$ cat src/rtl/rtl_settings_pkg.sv
// Shared sizing constants and types for the AMM memory tester.
// Holds the compare descriptor, the data-mode enum and the compare FSM states.
package rtl_settings_pkg;

    localparam int AMM_DATA_W  = 64;
    localparam int DATA_B_W    = AMM_DATA_W / 8;
    localparam int ADDR_B_W    = $clog2(DATA_B_W);
    localparam int AMM_BURST_W = 4;
    localparam int ADDR_W      = 32;
    localparam     ADDR_TYPE   = "BYTE";

    typedef enum logic {
        FIX_DATA = 1'b0,
        RND_DATA = 1'b1
    } data_mode_t;

    typedef struct packed {
        logic [ADDR_W-1:0]      start_addr;
        logic [AMM_BURST_W-2:0] words_count;
        logic [ADDR_B_W-1:0]    start_off;
        logic [ADDR_B_W-1:0]    end_off;
        logic [7:0]             data_ptrn;
        data_mode_t             data_mode;
    } cmp_struct_t;

    typedef enum logic [1:0] {
        CMP_IDLE  = 2'd0,
        CMP_CHECK = 2'd1,
        CMP_DRAIN = 2'd2
    } cmp_state_t;

    // One step of the 8-bit pattern LFSR (taps 6,1,0); transmitter uses the same step.
    function automatic logic [7:0] lfsr_next(input logic [7:0] value);
        return {value[6:0], value[6] ^ value[1] ^ value[0]};
    endfunction

endpackage

$ cat src/rtl/rnd_data_gen.sv
// Byte pattern generator: loads a seed, then steps the shared LFSR on advance.
// Identical stepping on the transmit and compare side keeps both bit-exact.
module rnd_data_gen
    import rtl_settings_pkg::*;
(
    input  logic       clk_i,
    input  logic       rst_i,
    input  logic       load_i,
    input  logic [7:0] seed_i,
    input  logic       advance_i,
    output logic [7:0] data_o
);

    logic [7:0] data_reg;

    always_ff @(posedge clk_i or posedge rst_i) begin
        if (rst_i) begin
            data_reg <= '0;
        end else if (load_i) begin
            data_reg <= seed_i;
        end else if (advance_i) begin
            data_reg <= lfsr_next(data_reg);
        end
    end

    assign data_o = data_reg;

endmodule

$ cat src/rtl/compare_block.sv
// Read-side checker: regenerates the written burst pattern and compares read beats byte-masked.
// Optional first-error capture ports are built when COMPARE_ERR_CAPTURE_EN is defined.
module compare_block
    import rtl_settings_pkg::*;
(
    input  logic                  clk_i,
    input  logic                  rst_i,
    input  logic                  cmp_en_i,
    input  cmp_struct_t           cmp_struct_i,
    input  logic                  readdatavalid_i,
    input  logic [AMM_DATA_W-1:0] readdata_i,
    output logic                  cmp_error_o,
    output logic                  cmp_busy_o
`ifdef COMPARE_ERR_CAPTURE_EN
    ,
    output logic [ADDR_W-1:0]     err_addr_o,
    output logic [AMM_DATA_W-1:0] err_data_o,
    output logic [AMM_DATA_W-1:0] err_exp_o
`endif
);

    cmp_state_t             state_reg;
    logic [AMM_BURST_W-2:0] beats_left_reg;
    logic [AMM_BURST_W-2:0] beat_idx_reg;
    logic [ADDR_B_W-1:0]    start_off_reg;
    logic [ADDR_B_W-1:0]    end_off_reg;
    data_mode_t             mode_reg;
    logic                   cmp_error_reg;
    logic                   busy_reg;

    logic                   arm;
    logic                   beat_check;
    logic                   first_beat;
    logic                   last_beat;
    logic [7:0]             exp_byte;
    logic [DATA_B_W-1:0]    byte_mask;
    logic [DATA_B_W-1:0]    byte_bad;
    logic                   mismatch;

    assign arm        = (state_reg == CMP_IDLE) && cmp_en_i;
    assign beat_check = (state_reg == CMP_CHECK) && readdatavalid_i;
    assign first_beat = (beat_idx_reg == '0);
    assign last_beat  = (beats_left_reg == '0);

    rnd_data_gen u_rnd_data_gen (
        .clk_i     (clk_i),
        .rst_i     (rst_i),
        .load_i    (arm),
        .seed_i    (cmp_struct_i.data_ptrn),
        .advance_i (beat_check && (mode_reg == RND_DATA)),
        .data_o    (exp_byte)
    );

    generate
        if (ADDR_TYPE == "BYTE") begin : g_byte_mask
            for (genvar gi = 0; gi < DATA_B_W; gi++) begin : g_lane
                localparam logic [ADDR_B_W-1:0] LANE = ADDR_B_W'(gi);
                assign byte_mask[gi] = (!first_beat || (LANE >= start_off_reg)) &&
                                       (!last_beat  || (LANE <= end_off_reg));
            end
        end else begin : g_word_mask
            logic unused_offsets;
            assign unused_offsets = ^{start_off_reg, end_off_reg, first_beat};
            assign byte_mask      = '1;
        end
    endgenerate

    generate
        for (genvar gi = 0; gi < DATA_B_W; gi++) begin : g_cmp
            assign byte_bad[gi] = byte_mask[gi] && (readdata_i[8*gi +: 8] != exp_byte);
        end
    endgenerate

    assign mismatch = |byte_bad;

    // A mismatch mid-burst moves to DRAIN so the rest of the burst is swallowed without a second pulse.
    always_ff @(posedge clk_i or posedge rst_i) begin
        if (rst_i) begin
            state_reg      <= CMP_IDLE;
            beats_left_reg <= '0;
            beat_idx_reg   <= '0;
            start_off_reg  <= '0;
            end_off_reg    <= '0;
            mode_reg       <= FIX_DATA;
            cmp_error_reg  <= 1'b0;
            busy_reg       <= 1'b0;
        end else begin
            cmp_error_reg <= 1'b0;
            case (state_reg)
                CMP_IDLE: begin
                    if (cmp_en_i) begin
                        state_reg      <= CMP_CHECK;
                        busy_reg       <= 1'b1;
                        beats_left_reg <= cmp_struct_i.words_count;
                        beat_idx_reg   <= '0;
                        start_off_reg  <= cmp_struct_i.start_off;
                        end_off_reg    <= cmp_struct_i.end_off;
                        mode_reg       <= cmp_struct_i.data_mode;
                    end
                end
                CMP_CHECK: begin
                    if (readdatavalid_i) begin
                        beats_left_reg <= beats_left_reg - 1'b1;
                        beat_idx_reg   <= beat_idx_reg + 1'b1;
                        if (mismatch) begin
                            cmp_error_reg <= 1'b1;
                        end
                        if (last_beat) begin
                            state_reg <= CMP_IDLE;
                            busy_reg  <= 1'b0;
                        end else if (mismatch) begin
                            state_reg <= CMP_DRAIN;
                        end
                    end
                end
                CMP_DRAIN: begin
                    if (readdatavalid_i) begin
                        beats_left_reg <= beats_left_reg - 1'b1;
                        beat_idx_reg   <= beat_idx_reg + 1'b1;
                        if (last_beat) begin
                            state_reg <= CMP_IDLE;
                            busy_reg  <= 1'b0;
                        end
                    end
                end
                default: begin
                    state_reg <= CMP_IDLE;
                    busy_reg  <= 1'b0;
                end
            endcase
        end
    end

    assign cmp_error_o = cmp_error_reg;
    assign cmp_busy_o  = busy_reg;

`ifdef COMPARE_ERR_CAPTURE_EN
    localparam int ADDR_STEP_SH = (ADDR_TYPE == "BYTE") ? ADDR_B_W : 0;

    logic [ADDR_W-1:0]     start_addr_reg;
    logic                  err_seen_reg;
    logic [ADDR_W-1:0]     err_addr_reg;
    logic [AMM_DATA_W-1:0] err_data_reg;
    logic [AMM_DATA_W-1:0] err_exp_reg;
    logic [ADDR_W-1:0]     beat_addr_off;

    assign beat_addr_off = ADDR_W'(beat_idx_reg) << ADDR_STEP_SH;

    // Loads on the same edge that raises cmp_error_o; only the first error since reset sticks.
    always_ff @(posedge clk_i or posedge rst_i) begin
        if (rst_i) begin
            start_addr_reg <= '0;
            err_seen_reg   <= 1'b0;
            err_addr_reg   <= '0;
            err_data_reg   <= '0;
            err_exp_reg    <= '0;
        end else begin
            if (arm) begin
                start_addr_reg <= cmp_struct_i.start_addr;
            end
            if (beat_check && mismatch && !err_seen_reg) begin
                err_seen_reg <= 1'b1;
                err_addr_reg <= start_addr_reg + beat_addr_off;
                err_data_reg <= readdata_i;
                err_exp_reg  <= {DATA_B_W{exp_byte}};
            end
        end
    end

    assign err_addr_o = err_addr_reg;
    assign err_data_o = err_data_reg;
    assign err_exp_o  = err_exp_reg;
`else
    logic unused_start_addr;
    assign unused_start_addr = ^cmp_struct_i.start_addr;
`endif

endmodule

$ cat config.mk
export PLATFORM = sky130hd
export DESIGN_NAME = compare_block
export DESIGN_NICKNAME = d
export VERILOG_FILES = /design/src/rtl/rtl_settings_pkg.sv /design/src/rtl/rnd_data_gen.sv /design/src/rtl/compare_block.sv
export SDC_FILE = /design/constraint.sdc
export NUM_CORES = 1
export LEC_CHECK = 0
export ABC_AREA = 1
export CAP_MARGIN = 25
export CORE_MARGIN = 10
export CORE_UTILIZATION = 40
export CTS_CLUSTER_SIZE = 14
export DETAILED_ROUTE_END_ITERATION = 8
export PLACE_DENSITY = 0.84
export SYNTH_ARGS = -nofsm -noshare
export SYNTH_HDL_FRONTEND = slang
export SYNTH_SLANG_ARGS = --single-unit
$ cat constraint.sdc
create_clock -name clk_i -period 2 [get_ports clk_i]
set_input_delay 0.4 -clock clk_i [delete_from_list [all_inputs] [get_ports clk_i]]
set_output_delay 0.4 -clock clk_i [all_outputs]
set_load 0.02 [all_outputs]
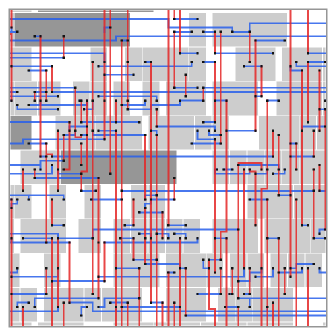
(images/zoom.png)
Window x 36 to 61, y 16 to 41 um. Cells in grey, sequential cells in the stronger grey; small squares are vias.
layer	colour
met1	blue
met2	red
most frequent	nand2_1 (28), xnor2_1 (11), clkdlybuf4s50_1 (11)
cells with their middle in the window	70
sequential cells in the window	2
netlist names of flops here include	u_rnd_data_gen.data_o (2)

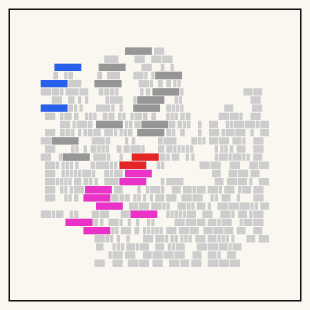
(images/registers.png)
Drawn at 3 px/um.
name in the netlist	colour	placed flops
beats_left_reg	blue	3
state_reg	red	2
u_rnd_data_gen.data_o	magenta	8
not coloured	12

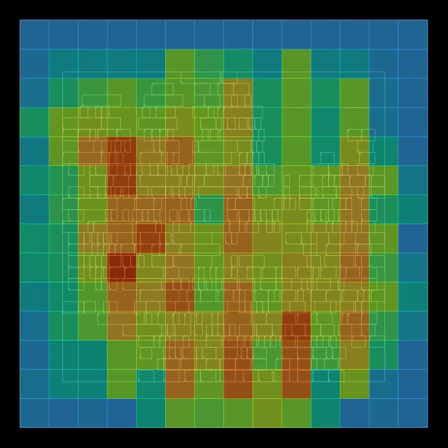
(images/final_congestion.png)
Core Util, Final: 0.587
WL per Instance: 13.3 um
global-route usage over all layers: 0.139
met3 Use GR: 0.0206
GR peak layer: met2

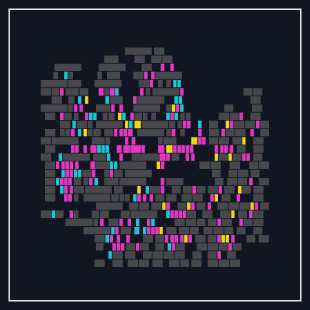
(images/gate_families.png)
Drawn at 3 px/um.
family	colour	cells
NOR gates	yellow	24
NAND gates	magenta	129
inverters	cyan	43

==> flow_metrics.py <==
# Generated from Yosys and OpenROAD reports
metrics = {
    "sta": {
        "clock.fmax_mhz": 571,
        "rsz0062_at_grt": "false",
        "worstMarginPinSlew_ns": 0.568,
        "hold_viol": 0,
        "setup-violations-final": 0,
        "holdWs_ns": 0.470,
        "timing.slew.headroom": 0.622,
        "fin_crit_sh": 0.876,
        "setup_ws_ns": 0.249,
        "tns_ns": 0,
    },
    "yosys": {
        "async_flop_share": 1.00,
        "ys.flops": 25,
        "ys_warn_count": 0,
        "yosysChipArea_um2": 2350,
        "top_area_frac": 0.266,
        "top_area_cell": "dfrtp_1",
        "mappedNetlistArea_um2": 2350,
        "most_common_cell": "nand2_1",
        "synth_nets": 465,
        "dominantRegCellSynth": "dfrtp_1",
        "synth_stat.cells": 340,
        "synth_cell_types": 28,
    },
    "layout": {
        "drive_above_1_share": 0.0659,
        "instances_no_fill": 497,
        "largest_reg_flops": 8,
        "fin_nets": 551,
        "area_growth_pct": 40.2,
    },
    "power": {
        "combPwrFrac": 0.627,
        "clock_net_power_mw": 0.302,
        "leakage_nw": 1.47,
        "ir_drop_uv": 818,
        "pwr-share-seq": 0.295,
        "p_sw_mw": 1.82,
        "power_mw": 3.86,
        "power-top-group": "combinational logic",
    },
    "clocking": {
        "holdBufCountCts": 0,
        "cts_buffers": 3,
        "cts.sinks": 25,
        "cts_root_buf": "clkbuf_8",
        "clk_pin_slew_ns": 0.09,
        "htree_num_levels": 1,
    },
    "critical_path": {
        "r2r_setup_slack_ns": 0.25,
        "crit_end": "beat_idx_reg[2]",
        "reg2reg_from": "state_reg[0]",
        "cp-startpoint": "state_reg[0]",
        "crit_arrival_ns": 1.92,
        "crit_type": "flop to flop",
        "crit_fanout": 9,
        "r2r_cells": 9,
    },
    "run_status": {
        "run_status": "complete, no violations",
    },
    "global_route": {
        "grt_pass1_wl_mm": 11.3,
        "grt_overflow": 0,
    },
    "detailed_routing": {
        "drtPass1Iterations": 6,
        "vias": 2308,
        "detail_route.vias_per_cell": 4.64,
        "wl_met1_mm": 3.06,
        "wl_met3_um": 256,
        "ant_nets": 0,
    },
    "run": {
        "maxCapViolations": 0,
        "warnings": 62,
    },
    "die": {
        "die_x_um": 96.6,
        "rows": 27,
        "die-area_um2": 9340,
        "die_h_um": 96.6,
        "core_area_um2": 5610,
    },
    "place": {
        "dpl.cell_count": 493,
        "hpwl_mm": 5.60,
        "placed_area_um2": 3250,
        "gp_congestion": 0.843,
    },
}
==> area by class of cell <==
type / count / area (um2)
fill: 502 / 2310
clock buffer: 3 / 41.3
tap: 72 / 90.1
inverter: 43 / 163
sequential: 25 / 626
multi-input combinational: 260 / 1450
clock inverter: 1 / 5.00
timing repair buffer: 93 / 916
==> worst min path at each step <==
stage          startpoint               to  slack, ns  cells past startpoint
2_1_floorplan       rst_i  beat_idx_reg[0]       0.43                      1
3_3_place_gp     mode_reg         mode_reg       0.49                      2
3_5_place_dp     mode_reg         mode_reg       0.50                      2
4_1_cts             rst_i       cmp_busy_o       0.47                      3
5_1_grt             rst_i   end_off_reg[1]       0.53                      3
6_report            rst_i       cmp_busy_o       0.47                      3
==> per-layer routing <==
layer	up-vias	track usage
li1	1216	-
met1	1029	0.175
met2	61	0.243
met3	2	0.0206
met4	0	0.0259
met5	-	0
==> worst max-delay path, cell delays in order (launching register included) <==
cell,delay (ns)
dfrtp_1,0.42
inv_1,0.09
ha_1,0.22
nand2_1,0.21
o21ai_1,0.13
o21ai_1,0.07
inv_1,0.21
nand2_1,0.12
o22ai_1,0.13
a21oi_1,0.06
==> placed cells by master, fill, tap and decap left out, types with 2 or more instances in the layout <==
cell type          n
nand2_2            3
o22ai_1            2
nand2_1          119
o21ai_0           13
nor2_2             3
o221ai_1           5
a22oi_1            3
nand3_1            5
ha_1               7
nor2_1            21
dfrtp_1           25
clkbuf_8           3
xnor2_1           54
clkdlybuf4s50_1   87
clkinv_2           2
buf_4              6
a21oi_1            8
o21ai_1            9
inv_1             35
inv_2              7
==> cell families after synthesis <==
logic type,share of synthesized area
buffers and inverters,0.115
AND/OR/NAND/NOR,0.257
flip-flops,0.266
AND-OR/OR-AND,0.112
XOR/XNOR,0.212
adder cells (fa/ha/maj),0.0373
Power is estimated from default activity; no workload was simulated.
